`src/rtl/vshift_sequencer.sv`:
```
// -----------------------------------------------------------------------------
// vshift_sequencer
//
// Multi-cycle front end for the vector shift datapath. One whole-register
// vsll/vsrl/vsra operation (.vv or .vx) is accepted, its active elements are
// walked one per cycle through the combinational element shifter sitting
// directly downstream, and each result is merged into a destination image
// honouring vl, the v0 mask and the tail/mask-undisturbed policy. The finished
// register image is returned over a valid/ready handshake.
//
// Ports
//   clk, rst_n        clock, synchronous active-low reset
//   in_valid/in_ready operation request / accept (ready only while idle)
//   op, sew, vl, vm   operation, element width, active length, unmasked flag
//   use_scalar,scalar .vx form select and scalar shift amount
//   v0_mask           one mask bit per element index
//   vs2, vs1, vd_old  source elements, per-element amounts, prior destination
//   sh_*              drive to / result from the external element shifter
//   out_valid/ready   result handshake
//   vd, err           result image, reserved op/sew flag (valid with out_valid)
// -----------------------------------------------------------------------------
module vshift_sequencer #(
  parameter int VLEN = 128,
  parameter int ELEN = 32,
  parameter int SHW  = $clog2(ELEN),
  parameter int VLW  = $clog2(VLEN/8) + 1
) (
  input  logic              clk,
  input  logic              rst_n,
  input  logic              in_valid,
  output logic              in_ready,
  input  logic [1:0]        op,
  input  logic [1:0]        sew,
  input  logic [VLW-1:0]    vl,
  input  logic              vm,
  input  logic              use_scalar,
  input  logic [ELEN-1:0]   scalar,
  input  logic [VLEN/8-1:0] v0_mask,
  input  logic [VLEN-1:0]   vs2,
  input  logic [VLEN-1:0]   vs1,
  input  logic [VLEN-1:0]   vd_old,
  output logic [ELEN-1:0]   sh_src,
  output logic [SHW-1:0]    sh_shift,
  output logic              sh_left,
  output logic              sh_arith,
  output logic [ELEN-1:0]   sh_shift_in,
  input  logic [ELEN-1:0]   sh_result,
  output logic              out_valid,
  input  logic              out_ready,
  output logic [VLEN-1:0]   vd,
  output logic              err
);

  localparam int NE   = VLEN / 8;        // max elements (e8)
  localparam int IDXW = $clog2(NE);
  localparam int BW   = $clog2(VLEN);    // bit offset width

  localparam logic [1:0] OP_SLL = 2'b00;
  localparam logic [1:0] OP_SRA = 2'b10;
  localparam logic [1:0] OP_RSV = 2'b11;
  localparam logic [1:0] SEW_RSV = 2'b11;

  typedef enum logic [1:0] {
    S_IDLE = 2'd0,
    S_RUN  = 2'd1,
    S_DONE = 2'd2
  } state_e;

  state_e            state_q, state_d;
  logic [IDXW-1:0]   idx_q, idx_d;
  logic [VLW-1:0]    vl_eff_q, vl_eff_d;
  logic [1:0]        op_q, op_d;
  logic [1:0]        sew_q, sew_d;
  logic              vm_q, vm_d;
  logic              use_scalar_q, use_scalar_d;
  logic [ELEN-1:0]   scalar_q, scalar_d;
  logic [NE-1:0]     v0_mask_q, v0_mask_d;
  logic [VLEN-1:0]   vs2_q, vs2_d;
  logic [VLEN-1:0]   vs1_q, vs1_d;
  logic [VLEN-1:0]   vd_q, vd_d;
  logic              err_q, err_d;

  // ---------------------------------------------------------------------------
  // Accept-time decode: VLMAX per SEW and the clamped active length.
  // ---------------------------------------------------------------------------
  logic [VLW-1:0] vlmax_in;
  logic [VLW-1:0] vl_clamp;
  logic           illegal_in;

  always_comb begin
    // NOTE: every signal assigned in always_comb gets a default first so no
    // path through the block can leave it unassigned and infer a latch.
    vlmax_in = '0;
    case (sew)
      2'b00:   vlmax_in = VLW'(NE);
      2'b01:   vlmax_in = VLW'(NE / 2);
      2'b10:   vlmax_in = VLW'(NE / 4);
      default: vlmax_in = '0;
    endcase
    illegal_in = (op == OP_RSV) || (sew == SEW_RSV);
    vl_clamp   = (vl > vlmax_in) ? vlmax_in : vl;
  end

  // ---------------------------------------------------------------------------
  // Element selection for the current index. Elements are located by a bit
  // offset and shifted down rather than by variable part-selects, so the same
  // barrel serves all three SEW values.
  // ---------------------------------------------------------------------------
  logic [BW-1:0]   elem_base;
  logic [ELEN-1:0] elem_ones;
  logic [SHW-1:0]  amt_mask;
  logic [ELEN-1:0] src_word;
  logic [ELEN-1:0] amt_word;
  logic [ELEN-1:0] amt_src;
  logic            sign_bit;
  logic [ELEN-1:0] elem_ext;
  logic [SHW-1:0]  elem_amt;
  logic [VLEN-1:0] wr_mask;
  logic [VLEN-1:0] wr_data;
  logic            elem_active;

  always_comb begin
    elem_base = '0;
    elem_ones = '0;
    amt_mask  = '0;
    sign_bit  = 1'b0;
    src_word  = ELEN'(vs2_q >> elem_base);
    amt_word  = ELEN'(vs1_q >> elem_base);
    case (sew_q)
      2'b00: begin
        elem_base = BW'(idx_q) << 3;
        elem_ones = ELEN'(8'hFF);
        amt_mask  = SHW'(7);
      end
      2'b01: begin
        elem_base = BW'(idx_q) << 4;
        elem_ones = ELEN'(16'hFFFF);
        amt_mask  = SHW'(15);
      end
      default: begin
        elem_base = BW'(idx_q) << 5;
        elem_ones = '1;
        amt_mask  = SHW'(31);
      end
    endcase
    src_word = ELEN'(vs2_q >> elem_base);
    amt_word = ELEN'(vs1_q >> elem_base);
    case (sew_q)
      2'b00:   sign_bit = src_word[7];
      2'b01:   sign_bit = src_word[15];
      default: sign_bit = src_word[31];
    endcase

    // Sign-extend only for sra so the shifter fills with the element's sign.
    elem_ext = src_word & elem_ones;
    if ((op_q == OP_SRA) && sign_bit) elem_ext = elem_ext | ~elem_ones;

    // Amount is taken modulo SEW: only log2(SEW) bits are significant.
    amt_src  = use_scalar_q ? scalar_q : amt_word;
    elem_amt = amt_src[SHW-1:0] & amt_mask;

    wr_mask     = VLEN'(elem_ones) << elem_base;
    wr_data     = VLEN'(sh_result & elem_ones) << elem_base;
    elem_active = vm_q | v0_mask_q[idx_q];
  end

  // Shifter drive is forced to zero outside RUN.
  always_comb begin
    sh_src      = '0;
    sh_shift    = '0;
    sh_left     = 1'b0;
    sh_arith    = 1'b0;
    sh_shift_in = '0;
    if (state_q == S_RUN) begin
      sh_src   = elem_ext;
      sh_shift = elem_amt;
      sh_left  = (op_q == OP_SLL);
      sh_arith = (op_q == OP_SRA);
    end
  end

  // ---------------------------------------------------------------------------
  // FSM next-state and datapath update.
  // ---------------------------------------------------------------------------
  always_comb begin
    state_d      = state_q;
    idx_d        = idx_q;
    vl_eff_d     = vl_eff_q;
    op_d         = op_q;
    sew_d        = sew_q;
    vm_d         = vm_q;
    use_scalar_d = use_scalar_q;
    scalar_d     = scalar_q;
    v0_mask_d    = v0_mask_q;
    vs2_d        = vs2_q;
    vs1_d        = vs1_q;
    vd_d         = vd_q;
    err_d        = err_q;

    case (state_q)
      S_IDLE: begin
        if (in_valid) begin
          op_d         = op;
          sew_d        = sew;
          vm_d         = vm;
          use_scalar_d = use_scalar;
          scalar_d     = scalar;
          v0_mask_d    = v0_mask;
          vs2_d        = vs2;
          vs1_d        = vs1;
          vd_d         = vd_old;
          vl_eff_d     = vl_clamp;
          idx_d        = '0;
          err_d        = illegal_in;
          state_d      = (illegal_in || (vl_clamp == '0)) ? S_DONE : S_RUN;
        end
      end
      S_RUN: begin
        // Inactive (masked-off) elements keep their vd_old contents.
        if (elem_active) vd_d = (vd_q & ~wr_mask) | wr_data;
        idx_d = idx_q + IDXW'(1);
        if ((VLW'(idx_q) + VLW'(1)) == vl_eff_q) state_d = S_DONE;
      end
      S_DONE: begin
        if (out_ready) state_d = S_IDLE;
      end
      default: state_d = S_IDLE;
    endcase
  end

  always_ff @(posedge clk) begin
    // NOTE: state updates use non-blocking assignments so every flop samples
    // the pre-edge values regardless of statement order.
    if (!rst_n) begin
      // NOTE: operand registers are reset too, not just control; they are
      // small and a clean reset keeps the shifter drive deterministic.
      state_q      <= S_IDLE;
      idx_q        <= '0;
      vl_eff_q     <= '0;
      op_q         <= '0;
      sew_q        <= '0;
      vm_q         <= 1'b0;
      use_scalar_q <= 1'b0;
      scalar_q     <= '0;
      v0_mask_q    <= '0;
      vs2_q        <= '0;
      vs1_q        <= '0;
      vd_q         <= '0;
      err_q        <= 1'b0;
    end else begin
      state_q      <= state_d;
      idx_q        <= idx_d;
      vl_eff_q     <= vl_eff_d;
      op_q         <= op_d;
      sew_q        <= sew_d;
      vm_q         <= vm_d;
      use_scalar_q <= use_scalar_d;
      scalar_q     <= scalar_d;
      v0_mask_q    <= v0_mask_d;
      vs2_q        <= vs2_d;
      vs1_q        <= vs1_d;
      vd_q         <= vd_d;
      err_q        <= err_d;
    end
  end

  assign in_ready  = (state_q == S_IDLE);
  assign out_valid = (state_q == S_DONE);
  assign vd        = vd_q;
  assign err       = err_q;

endmodule
```
`config.mk`:
```
export PLATFORM = sky130hd
export DESIGN_NAME = vshift_sequencer
export DESIGN_NICKNAME = d
export VERILOG_FILES = /design/src/rtl/vshift_sequencer.sv
export SDC_FILE = /design/constraint.sdc
export NUM_CORES = 1
export LEC_CHECK = 0
export ABC_AREA = 1
export CAP_MARGIN = 20
export CORE_AREA = 2 2 264 266
export DETAILED_ROUTE_END_ITERATION = 12
export DIE_AREA = 0 0 266 268
export PLACE_DENSITY = 0.65
export RECOVER_POWER = 25
export SLEW_MARGIN = 25
export SYNTH_ARGS = -nofsm -noshare
export SYNTH_HDL_FRONTEND = slang
export SYNTH_SLANG_ARGS = --single-unit
export TNS_END_PERCENT = 20
```
`constraint.sdc`:
```
create_clock -name clk -period 2.2 [get_ports clk]
set_input_delay 0.22 -clock clk [delete_from_list [all_inputs] [get_ports clk]]
set_output_delay 0.22 -clock clk [all_outputs]
set_load 0.005 [all_outputs]
```
### Layout detail, run 1

Region (187, 188) to (212, 213) um. Cells in grey, sequential cells in the stronger grey; small squares are vias.
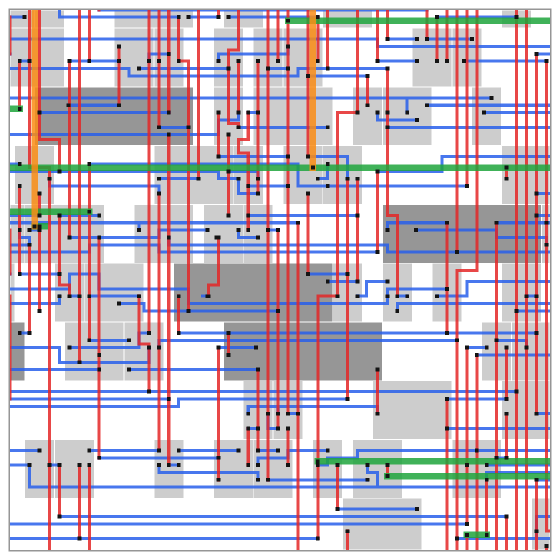
- orange: M4
- red: M2
- green: M3
- blue: M1
- netlist names of flops here include: `vd` (4)
- sequential cells in the window: 4
- most frequent: nand2_1 (12), a21oi_1 (10)
- cells with their middle in the window: 48

### M1 wires, run 1

Scale: 1 px per um.
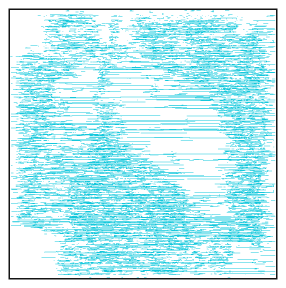
- main direction: horizontal
- wire length on this layer: 43.1 mm
GRT met1 Usage: 0.3488
Vias: 26765
WL final: 106100 um

### Sequential cells grouped by signal name, run 1

Scale: 2 px per um. Other sequential cells in the stronger grey, the rest of the logic in the fainter grey.
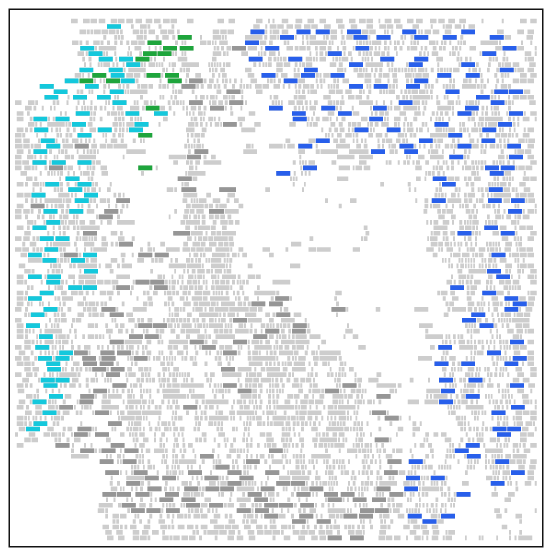
- cyan: `vs1_q` (placed flops 80)
- blue: `vd` (placed flops 128)
- green: `v0_mask_q` (placed flops 16; where upper left)

### Track usage over the die, run 1

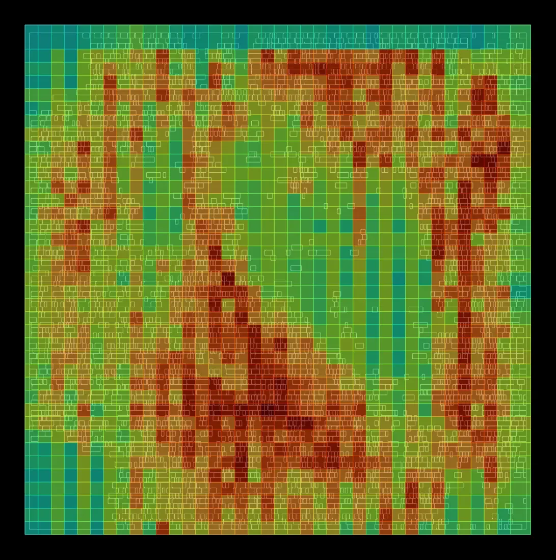
Core Util, Final: 0.4946
gr usage total: 0.2813
DR WL/cell: 20.36 um
met3 GRT Util: 0.07441

==> run_results.csv, run 1 <==
group,metric,value,unit
setup_path,crit_cells,18,
floorplan,tap_cells,882,
pwr,power_frac_seq,0.273,
final_layout,final_design_area_no_fill,33750,sq um
final_layout,dominant_cells,"combinational gates",
worst_hold_path,min_from,"vs1[0]",
floorplan,dieArea,71290,sq um
detailed_routing,viasPerCell,5.133,
setup_path,cp.required,1.98,ns
timing,hold_viol_final,0,
floorplan,die_height,268,um
clock_tree,cts_tree,"done",
final_layout,clkCellAreaFrac,0.04394,
synth,synthFlopType,"dfxtp_1",
timing,finalSetupViolations,139,
global_routing,antenna_found_initial,11,
pwr,internal_power,20.14,mW
timing,clock_skew,0.03157,ns
global_routing,busiest_layer,"met2",
floorplan,core_area,68230,sq um
final_layout,buffers,953,
final_layout,n_clock_buffer,63,
synth,ys_chip_area,21600,sq um
final_layout,areaGrowthSynthToFinish,56.21,%
timing,max_freq,0.3269,GHz
synth,edf_count,0,
pwr,power_frac_comb,0.505,
pwr,power,34.22,mW
synth,yosys_warnings,0,
pwr,leakagePower,14.31,nW
detailed_routing,firstDrtPassIters,6,
timing,max_slew_margin,0.5455,
flow_run,max_cap_viol_count,0,
detailed_routing,initialDrtViolationCount,2688,
synth,top_area_cell,"dfxtp_1",
setup_path,critPathMaxStageDelay,0.37,ns
timing,worst_slack,-0.8589,ns
synth,synthSimpleGateAreaFrac,0.3145,
final_layout,num-nets-final,4779,
synth,synthTopCellsByCount,"nand2_1 (1013), nor2_1 (495), o21ai_0 (438), a21oi_1 (411), dfxtp_1 (375)",
setup_path,r2r.worst_path.cells,15,
setup_path,crit_path_end_kind,"primary output",
outcome,outcome,"finished with violations",
detailed_routing,ant_nets,0,
placed_design,hpwl,77610,um
synth,logic_family,"simple AND/OR/NAND/NOR gates",
outcome,violations,"negative setup slack",
## Run 2: what changed since run 1
CORE_AREA = 2 2 263 265   (was 2 2 264 266)
DIE_AREA = 0 0 265 267   (was 0 0 266 268)
### Sequential cells grouped by signal name, run 2

Scale: 2 px per um. Other sequential cells in the stronger grey, the rest of the logic in the fainter grey.
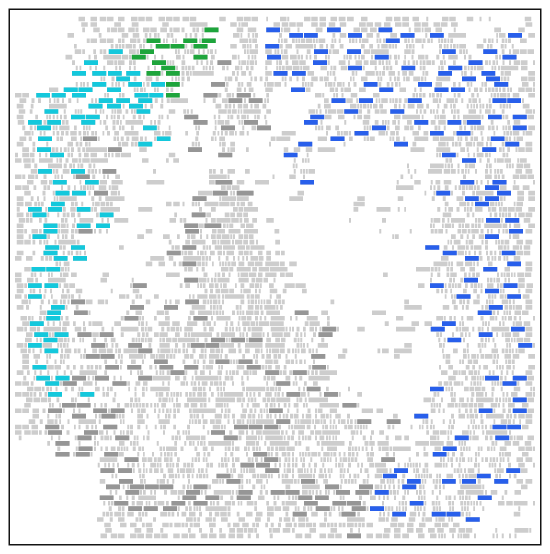
- blue: `vd` (placed flops 128)
- cyan: `vs1_q` (placed flops 80)
- green: `v0_mask_q` (placed flops 16)
- not coloured: 151
fraction of area in registers: 0.2250
Core Util, Final: 0.4917

==> run_results.csv, run 2 <==
group,metric,value,unit
floorplan,die_height,267,um
synth,edf_count,0,
synth,yosys_warnings,0,
final_layout,areaGrowthSynthToFinish,54.73,%
worst_hold_path,min_from,"rst_n",
setup_path,crit_path_end_kind,"primary output",
synth,seq_area_frac_synth,0.3475,
pwr,power_frac_seq,0.272,
final_layout,clkCellAreaFrac,0.04705,
global_routing,grt_usage,0.2831,
outcome,violations,"negative setup slack",
final_layout,buffers,919,
flow_run,max_cap_viol_count,0,
synth,synthTopCellsByCount,"nand2_1 (1013), nor2_1 (495), o21ai_0 (438), a21oi_1 (411), dfxtp_1 (375)",
synth,logic_family,"simple AND/OR/NAND/NOR gates",
setup_path,r2r.worst_path.cells,10,
global_routing,antenna_found_initial,27,
setup_path,cp_cell_sequence,"buf_4, inv_4, nand2_4, nor2_4, buf_12, buf_12, buf_4, buf_6, nand2_1, nand3_1, o21ai_0, nand2_1, nand2_1, nand2_1, nand2_1, nand2_1, nand2_1, a21oi_2, buf_4",
timing,clock_skew,0.02106,ns
detailed_routing,finalWirelength,105000,um
setup_path,cp.required,1.98,ns
timing,worst_slack,-0.9496,ns
clock_tree,cts_tree,"done",
detailed_routing,routedWlPerCell,20.25,um
timing,max_slew_margin,0.2454,
global_routing,grt_max_degree,146,
detailed_routing,firstDrtPassIters,5,
setup_path,crit_cells,19,
setup_path,critPathMaxStageDelay,0.36,ns
timing,finalSetupViolations,207,
synth,synthSimpleGateAreaFrac,0.3145,
final_layout,num-nets-final,4745,
detailed_routing,drc,0,
pwr,power_frac_comb,0.492,
detailed_routing,initialDrtViolationCount,2413,
global_routing,busiest_layer,"met2",
synth,ys_chip_area,21600,sq um
floorplan,tap_cells,882,
timing,max_freq,0.3175,GHz
synth,yosys_cells,3567,
timing,hold_viol_final,0,
detailed_routing,ant_nets,0,
placed_design,place_area,29810,sq um
synth,muxShareOfSynthArea,0.007877,
final_layout,layout_top_cell,"nand2_1",
floorplan,core_area,67990,sq um
synth,synthFlopType,"dfxtp_1",
pwr,internal_power,20.28,mW
final_layout,comb_share,0.3870,
global_routing,grt_use_met3,0.06726,
outcome,outcome,"finished with violations",
pwr,leakagePower,14.10,nW
pwr,power,34.18,mW
pwr,ir_worst_vdd,0.4936,mV
placed_design,hpwl,76200,um
floorplan,dieArea,70760,sq um
global_routing,grtUsageMet1,0.3483,
final_layout,dominant_cells,"combinational gates",
clock_tree,cts_resized,349,
final_layout,final_design_area_no_fill,33430,sq um
synth,top_area_cell,"dfxtp_1",
### Layout detail, run 2

Region (186, 188) to (211, 213) um. Cells in grey, sequential cells in the stronger grey; small squares are vias.
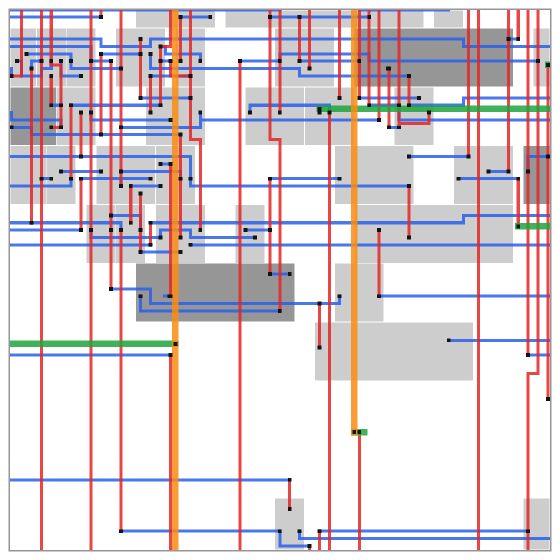
- green: M3
- blue: M1
- orange: M4
- red: M2
- netlist names of flops here include: `vd` (2)
- cells with their middle in the window: 26
- most frequent: nand2_1 (7), a21oi_1 (3), buf_4 (3)
- sequential cells in the window: 2

### M1 wires, run 2

Scale: 1 px per um.
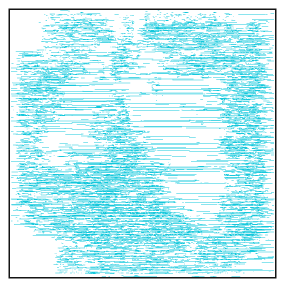

## Run 3: what changed since run 2
ABC_AREA = not set   (was 1)
CORE_AREA = 2 2 262 264   (was 2 2 263 265)
DIE_AREA = 0 0 264 266   (was 0 0 265 267)
SKIP_LAST_GASP = 1   (was not set)
### M1 wires, run 3

Scale: 1 px per um.
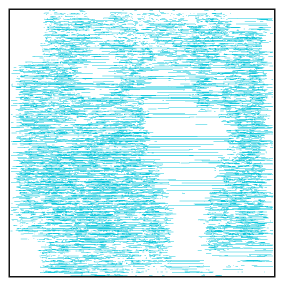
GRT met1 Usage: 0.3765
WL final: 112400 um
Vias: 25990

==> run_results.csv, run 3 <==
group,metric,value,unit
floorplan,ios,681,
detailed_routing,firstDrtPassIters,6,
detailed_routing,met3WireLength,9071,um
synth,yosys_warnings,0,
floorplan,dieArea,70220,sq um
final_layout,buffers,1097,
synth,synth_cell_types,90,
synth,edf_count,0,
setup_path,crit_end,"sh_src[25]",
final_layout,final_design_area_no_fill,34130,sq um
detailed_routing,initialDrtViolationCount,2656,
flow_run,max_cap_viol_count,0,
final_layout,areaGrowthSynthToFinish,59.96,%
floorplan,core_area,67750,sq um
setup_path,crit_cells,11,
clock_tree,cts.path.max_buffers,3,
setup_path,path_class,"flip-flop to primary output",
global_routing,antenna_found_initial,3,
clock_tree,cts_resized,302,
setup_path,cp.required,1.98,ns
synth,synthFlopType,"dfxtp_1",
timing,timing.hold.ws,0.1442,ns
clock_tree,clock_latency,0.60,ns
final_layout,comb_share,0.3917,
clock_tree,clk_pin_slew,0.07,ns
detailed_routing,ant_nets,0,
setup_path,crit_path_end_kind,"primary output",
pwr,switching_power,7.333,mW
placed_design,hpwl,85530,um
final_layout,seq_share,0.2204,
timing,finalSetupViolations,169,
global_routing,busiest_layer,"met2",
synth,numSynthFlops,375,
pwr,leakagePower,13.16,nW
clock_tree,cts_tree,"done",
floorplan,die_height,266,um
setup_path,cp_cell_sequence,"buf_12, nor3b_4, buf_12, buf_16, buf_12, buf_6, mux4_2, a221oi_2, buf_4, o32ai_2, buf_2",
detailed_routing,routedWlPerCell,24.42,um
synth,muxShareOfSynthArea,0.07934,
synth,seq_area_frac_synth,0.3518,
final_layout,fillers,6476,
detailed_routing,viasPerCell,5.645,
global_routing,grt_use_met2,0.5052,
pwr,internal_power,15.05,mW
timing,clock_skew,0.02546,ns
pwr,powerClk,7.38,mW
detailed_routing,drc,0,
pwr,power.share.clock,0.330,
pwr,ir_worst_vdd,0.4223,mV
pwr,power_frac_seq,0.358,
timing,max_slew_margin,0.2426,
synth,xor_share,0.001642,
synth,logic_family,"AND-OR/OR-AND gates",
pwr,switching_share,0.3275,
clock_tree,cts_buffers,44,
timing,hold_viol_final,0,
floorplan,die_w,264,um
outcome,outcome,"finished with violations",
final_layout,regArea,7522,sq um
placed_design,place_area,30970,sq um
setup_path,cp_common_cell,"buf_12",
final_layout,dominant_cells,"combinational gates",
setup_path,r2r.worst_path.cells,10,
synth,synthTopCellsByCount,"nand2_1 (714), a21oi_1 (384), dfxtp_1 (375), nor2_1 (179), clkbuf_1 (173)",
setup_path,critPathMaxStageDelay,0.49,ns
global_routing,grt_pass1_wl,161700,um
worst_hold_path,min_from,"rst_n",
pwr,power,22.39,mW
outcome,violations,"negative setup slack",
synth,top_area_cell,"dfxtp_1",
final_layout,final_core_util,0.5038,
global_routing,grt_use_met3,0.05508,
final_layout,clkCellAreaFrac,0.04208,
timing,layout_worst_path_cycle_share,1.492,
synth,yosys_cells,2802,
clock_tree,cts_setup_buffers,75,
global_routing,grt_usage,0.3050,
synth,compound_area_frac,0.2903,
pwr,power_frac_comb,0.312,
final_layout,drive_above_1_share,0.2347,
timing,slew_viol_final,0,
floorplan,tap_cells,882,
timing,max_freq,0.3046,GHz
final_layout,layout_top_cell,"nand2_1",
timing,worst_slack,-1.083,ns
synth,ys_chip_area,21340,sq um
final_layout,num-nets-final,4168,
global_routing,grt_max_degree,102,
synth,synthSimpleGateAreaFrac,0.2053,
### Sequential cells grouped by signal name, run 3

Scale: 2 px per um. Other sequential cells in the stronger grey, the rest of the logic in the fainter grey.
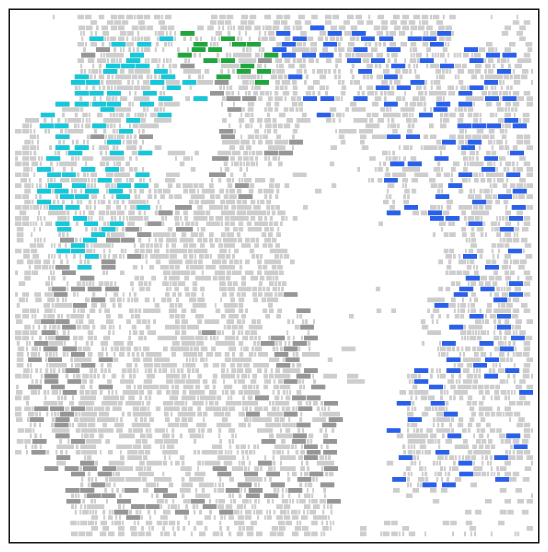
- blue: `vd` (placed flops 128)
- cyan: `vs1_q` (placed flops 80)
- green: `v0_mask_q` (placed flops 16; where top centre)
- not coloured: 151

Power and IR drop assume default switching activity.
